`config.mk`:
```
export PLATFORM = sky130hd
export DESIGN_NAME = mem_loader
export DESIGN_NICKNAME = d
export VERILOG_FILES = /design/src/rtl/mem_loader.sv
export SDC_FILE = /design/constraint.sdc
export NUM_CORES = 1
export LEC_CHECK = 0
export ABC_AREA = 1
export CAP_MARGIN = 20
export CORE_AREA = 2 2 80 82
export CTS_CLUSTER_DIAMETER = 120
export DETAILED_ROUTE_END_ITERATION = 8
export DIE_AREA = 0 0 82 84
export GPL_TIMING_DRIVEN = 0
export PLACE_DENSITY_LB_ADDON = 0.2
export SYNTH_ARGS = -nofsm -noshare
export SYNTH_HDL_FRONTEND = slang
export SYNTH_SLANG_ARGS = --single-unit
```
`constraint.sdc`:
```
create_clock -name ph1 -period 1.8 [get_ports ph1]
set_clock_uncertainty 0.05 [all_clocks]
set_input_delay 0.36 -clock ph1 [delete_from_list [all_inputs] [get_ports ph1]]
set_output_delay 0.36 -clock ph1 [all_outputs]
set_load 0.02 [all_outputs]
```
`src/rtl/mem_loader.sv`:
```
// mem_loader: serial program loader for the development memory.
//
// Parses a framed byte stream {addr_hi, addr_lo, len, payload[len], csum}
// and writes each payload byte straight into RAM (0x0000-0x0FFF) as it
// arrives. The loader owns the memory bus (cpu_hold=1) from the cycle after
// the first header byte until the frame completes, aborts or is reset.
//
// Ports:
//   ph1            clock, all state updates on posedge
//   reset          synchronous active-high reset
//   rx_valid/rx_data/rx_ready  byte-stream handshake (transfer on valid&ready)
//   address        memory bus address (current write pointer)
//   data_out       memory write data (tristated externally by data_oe)
//   data_oe        loader drives the memory data bus
//   read_write_sel 1 = read, 0 = write
//   cpu_hold       loader owns the bus, CPU stalled
//   done           one-cycle pulse after a completed frame's csum byte
//   err_csum/err_range/err_timeout  sticky status, cleared by next frame
module mem_loader #(
  parameter int TIMEOUT = 1000
) (
  input  logic        ph1,
  input  logic        reset,
  input  logic        rx_valid,
  input  logic [7:0]  rx_data,
  output logic        rx_ready,
  output logic [15:0] address,
  output logic [7:0]  data_out,
  output logic        data_oe,
  output logic        read_write_sel,
  output logic        cpu_hold,
  output logic        done,
  output logic        err_csum,
  output logic        err_range,
  output logic        err_timeout
);

  localparam int TW = $clog2(TIMEOUT + 1);

  localparam logic [2:0] IDLE    = 3'd0;
  localparam logic [2:0] ADDR_LO = 3'd1;
  localparam logic [2:0] LEN     = 3'd2;
  localparam logic [2:0] DATA    = 3'd3;
  localparam logic [2:0] WRITE   = 3'd4;
  localparam logic [2:0] CSUM    = 3'd5;

  logic [2:0]    state;
  logic [15:0]   addr;
  logic [7:0]    data_reg;
  logic [8:0]    cnt;        // payload bytes still to write (1..256)
  logic [7:0]    csum_acc;
  logic [TW-1:0] tcnt;       // idle cycles since last accepted byte

  logic accept;
  logic in_ram;
  logic waiting;
  logic timed_out;
  logic wr_en;

  assign in_ram    = (addr[15:12] == 4'h0);
  assign rx_ready  = (state != WRITE);
  assign accept    = rx_valid & rx_ready;
  assign waiting   = (state == ADDR_LO) || (state == LEN) ||
                     (state == DATA)    || (state == CSUM);
  assign timed_out = waiting & ~accept & (tcnt == TW'(TIMEOUT - 1));

  // Reset is folded in combinationally so a write cycle that coincides with
  // reset never reaches the memory, which samples mid-cycle on ph2.
  assign wr_en          = (state == WRITE) & in_ram & ~reset;
  assign read_write_sel = ~wr_en;
  assign data_oe        = wr_en;
  assign address        = addr;
  assign data_out       = data_reg;
  assign cpu_hold       = (state != IDLE);

  // NOTE: sequential state uses non-blocking assignments so every register
  // samples the pre-edge values, independent of statement order.
  always_ff @(posedge ph1) begin
    if (reset) begin
      state       <= IDLE;
      addr        <= 16'h0000;
      data_reg    <= 8'h00;
      cnt         <= 9'd0;
      csum_acc    <= 8'h00;
      tcnt        <= '0;
      done        <= 1'b0;
      err_csum    <= 1'b0;
      err_range   <= 1'b0;
      err_timeout <= 1'b0;
    end else begin
      done <= 1'b0;

      // Idle-cycle counter: restarts on every byte and outside the
      // byte-waiting states, so WRITE can never time out.
      if (accept || !waiting || timed_out) tcnt <= '0;
      else                                 tcnt <= tcnt + 1'b1;

      case (state)
        IDLE: begin
          if (accept) begin
            addr[15:8]  <= rx_data;
            csum_acc    <= rx_data;
            err_csum    <= 1'b0;
            err_range   <= 1'b0;
            err_timeout <= 1'b0;
            state       <= ADDR_LO;
          end
        end
        ADDR_LO: begin
          if (accept) begin
            addr[7:0] <= rx_data;
            csum_acc  <= csum_acc ^ rx_data;
            state     <= LEN;
          end
        end
        LEN: begin
          if (accept) begin
            // A length byte of zero encodes a full 256-byte payload.
            cnt      <= (rx_data == 8'h00) ? 9'd256 : {1'b0, rx_data};
            csum_acc <= csum_acc ^ rx_data;
            state    <= DATA;
          end
        end
        DATA: begin
          if (accept) begin
            data_reg <= rx_data;
            csum_acc <= csum_acc ^ rx_data;
            state    <= WRITE;
          end
        end
        WRITE: begin
          if (!in_ram) err_range <= 1'b1;
          addr  <= addr + 16'd1;
          cnt   <= cnt - 9'd1;
          state <= (cnt == 9'd1) ? CSUM : DATA;
        end
        CSUM: begin
          if (accept) begin
            err_csum <= (rx_data != csum_acc);
            done     <= 1'b1;
            state    <= IDLE;
          end
        end
        default: state <= IDLE;
      endcase

      // Abort overrides the state update above; already-written bytes stay.
      if (timed_out) begin
        err_timeout <= 1'b1;
        state       <= IDLE;
      end
    end
  end

endmodule

```
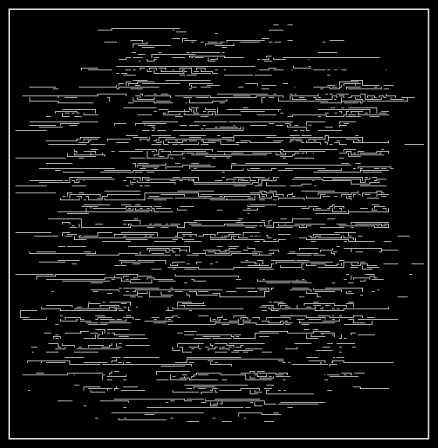
Figure 1: run 1, signal wires on met1.
main direction: horizontal
share of all routed wire: 42%
Routed Wire Length: 8.82 mm
Global Route met1 Usage: 0.353
via count: 3433

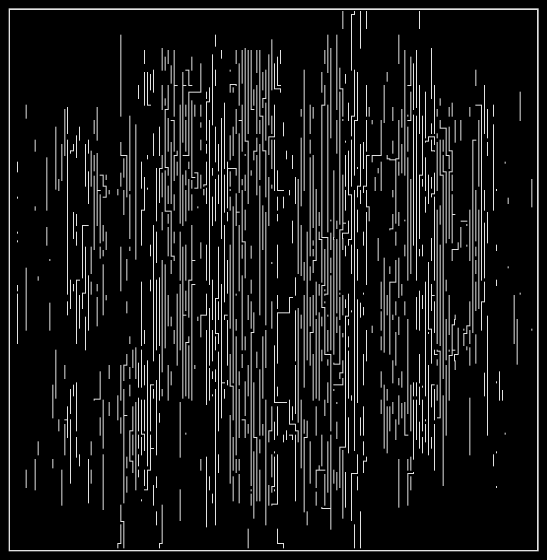
Figure 2: run 1, signal wires on met2.
main direction: vertical
longest straight run: 40.5 um
share of all routed wire: 47%
nets with wire on the layer: 462
M2 GR Usage: 0.441

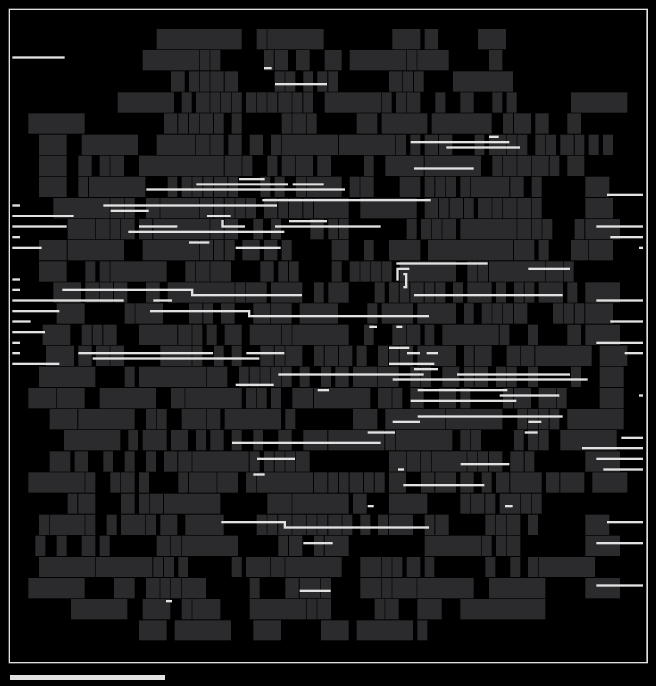
Figure 3: run 1, M3 wires.
Scale bar: 20 um. Cells faint in the background.
main direction: horizontal
nets with wire on the layer: 75
M3 GR Usage: 0.0617

==> results.ini, run 1 <==
[status]
outcome = finished, final reports clean

[detailed_routing]
wl_per_cell_um = 14.0
postRouteAntennaNets = 0

[min_path]
holdPathEnd = cnt[1]

[cells_and_area]
largest_reg_flops = 16
utilization = 0.664

[worst_setup_path]
critPathBufInv = 1
rrSetupSlack_ns = 0.18
cp_top_family = buffers and inverters
worstSetupEndpointType = primary output

[synthesis]
top_cell = nand2_1
syn_avg_cell_area_um2 = 6.52
synth_cell_types = 32

[floorplanning]
ios = 43
die_h_um = 84
die_x_um = 82

[power]
power_density_mw_per_mm2 = 850
p_clk_mw = 1.62
power.switching_mw = 0.851

[final_timing]
post-route-period-util = 0.982

[placed_design]
finalWeightedCongestion = 0.974

[global_routing]
grt_pass1_wl_mm = 14.6

[cts]
clock_path_buffers = 2
cts-resized-gates = 26

[run 1: through the flow]
step	setup TNS, ns	power [mW]	worst slack [ns]
3_3_place_gp	-2.02	1.82	-0.324
5_1_grt	-0.0443	3.57	-0.0186
4_1_cts	0	3.45	0.000970
3_5_place_dp	-3.32	1.83	-0.319
6_report	0	3.44	0.0331
2_1_floorplan	0	1.68	0.0895
[run 1: placed cells by master (no fill, tap or decap), types with 4 or more instances in the layout]
| master | netlist | final |
|---|---|---|
| nand2_1 | 127 | 126 |
| nor2_1 | 62 | 62 |
| dfxtp_1 | 58 | 53 |
| inv_1 | 52 | 49 |
| nand3_1 | 45 | 45 |
| a21oi_1 | 35 | 35 |
| o21ai_0 | 24 | 24 |
| clkdlybuf4s50_1 | 0 | 23 |
| inv_2 | 7 | 10 |
| a31oi_1 | 10 | 10 |
| clkbuf_8 | 0 | 10 |
| clkbuf_1 | 7 | 8 |
| nor3_1 | 8 | 8 |
| xnor2_1 | 8 | 8 |
| nand4_1 | 7 | 7 |
| buf_4 | 2 | 7 |
| dlygate4sd2_1 | 0 | 7 |
| dlymetal6s2s_1 | 0 | 7 |
| nor2_4 | 3 | 5 |
| a211oi_1 | 5 | 5 |
| nand2_2 | 3 | 4 |
| xor2_1 | 4 | 4 |
| ha_1 | 4 | 4 |
| bufinv_16 | 0 | 4 |
[run 1: layout make-up]
type,instances,area (um2)
clock inverters,5,125
repair buffers,45,443
inverters,59,221
multi-input cells,363,1770
fillers,561,2050
plain buffers,12,77.6
well taps,77,96.3
clock buffers,11,141
flip-flops and latches,58,1170
[run 1: layer usage]
layer  share of wire  vias up
met5               0        -
met4           0.029        0
met3           0.077       21
met1            0.42     1554
li1                -     1710
met2            0.47      148
==> run 2: changes to the inputs <==
CAP_MARGIN = default   (was 20)
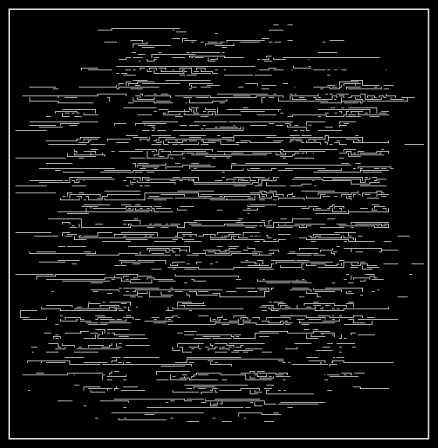
Figure 4: run 2, signal wires on met1.

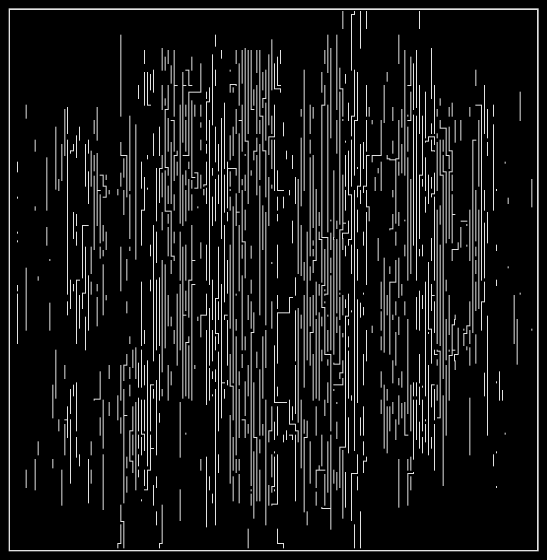
Figure 5: run 2, signal wires on met2.

==> results.ini, run 2 <==
[cells_and_area]
lay_top_count = nand2_1
area.sequential_mm2 = 0.00117  ; unchanged
utilization = 0.664  ; unchanged
largest_reg_flops = 16  ; unchanged
fillCellCount = 561  ; unchanged
layout_top_cells = nand2_1, nor2_1, dfxtp_1, inv_1, nand3_1

[global_routing]
grt_pass1_wl_mm = 14.6  ; unchanged
use_met1 = 0.353  ; unchanged
grt_util_met3 = 0.0617  ; unchanged
gr-usage-met2 = 0.441  ; unchanged

[worst_setup_path]
rrSetupSlack_ns = 0.18  ; about the same
worstSetupEndpointType = primary output
path_class = register to primary output
cp_top_family = buffers and inverters

[detailed_routing]
wl_met3_um = 678  ; unchanged
postRouteAntennaNets = 0  ; unchanged
wl_met2_mm = 4.14  ; unchanged
vias = 3433  ; unchanged
drt-total-wl_mm = 8.82  ; unchanged
dr.max_layer_used = met4

[final_timing]
tns_ns = 0  ; unchanged
post-route-period-util = 0.982  ; unchanged
setup_viol = 0

[job]
cap_viol_max_count = 0

[min_path]
holdPathStages = 2
holdPathEnd = cnt[1]

[power]
power.switching_mw = 0.851  ; unchanged
p_clk_mw = 1.62  ; about the same
power_density_mw_per_mm2 = 850  ; unchanged

[synthesis]
syn_avg_cell_area_um2 = 6.52  ; unchanged
ys_cells = 493
synth_cell_types = 32  ; unchanged
top_cell_area_share = 0.361
top_cell = nand2_1

[cts]
clk_pin_slew_ns = 0.07
clock_path_buffers = 2  ; unchanged

[placed_design]
finalWeightedCongestion = 0.974  ; unchanged

[floorplanning]
die_x_um = 82  ; unchanged
ios = 43  ; unchanged
die_h_um = 84  ; unchanged

[status]
outcome = finished, final reports clean

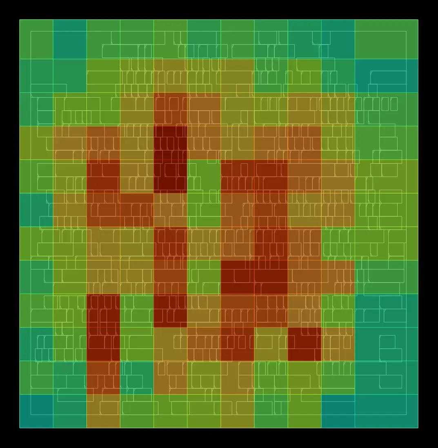
Figure 6: run 2, congestion heat map.
global route hottest layer: met2
routed len/inst: 14.0 um
gr usage total: 0.274

[run 2: cell counts after synthesis]
No cell type changed its count.
[run 2: what timing repair did]
item | 4_1_cts | 5_1_grt
buffers inserted | 5 | 0
gates cloned | 0 | 0
pin swaps | 1 | 3
resized | 26 | 15
setup endpoints to repair | 10 | 13
hold buffers | 0 | 0
[run 2: worst max-delay path by stage]
stage	startpoint	endpoint	slack, ns	depth (start not counted)
floorplan	state[1]	read_write_sel	0.09	6
global placement	state[1]	data_oe	-0.32	6
detailed placement	state[1]	data_oe	-0.32	6
CTS	address[3]	address[3]	0.001	1
global route	address[13]	read_write_sel	-0.02	5
finish	address[12]	address[12]	0.03	1
[run 2: per-stage QoR]
step / worst slack, ns / total power [mW] / instances
4_1_cts: 0.000970 / 3.45 / 630
6_report: 0.0331 / 3.44 / 630
5_1_grt: -0.0186 / 3.57 / 630
3_5_place_dp: -0.319 / 1.83 / 610
3_3_place_gp: -0.324 / 1.82 / 610
2_1_floorplan: 0.0895 / 1.68 / 493
[run 2: cell type report]
type,instances,area share
clock buffers,11,0.0349
multi-input cells,363,0.437
well taps,77,0.0238
flip-flops and latches,58,0.290
clock inverters,5,0.0309
repair buffers,45,0.109
plain buffers,12,0.0192
inverters,59,0.0547
[run 2: cells by family (layout without fill, tap and decap cells)]
logic type | after synthesis | count (layout) | share of synthesized area
AND-OR/OR-AND | 85 | 85 | 0.147
buffers and inverters | 72 | 132 | 0.0938
XOR/XNOR | 12 | 12 | 0.0327
adder cells (fa/ha/maj) | 4 | 4 | 0.0156
flip-flops | 58 | 58 | 0.361
AND/OR/NAND/NOR | 262 | 262 | 0.350
Power figures rest on the tool's default switching activity, not on a simulated workload.
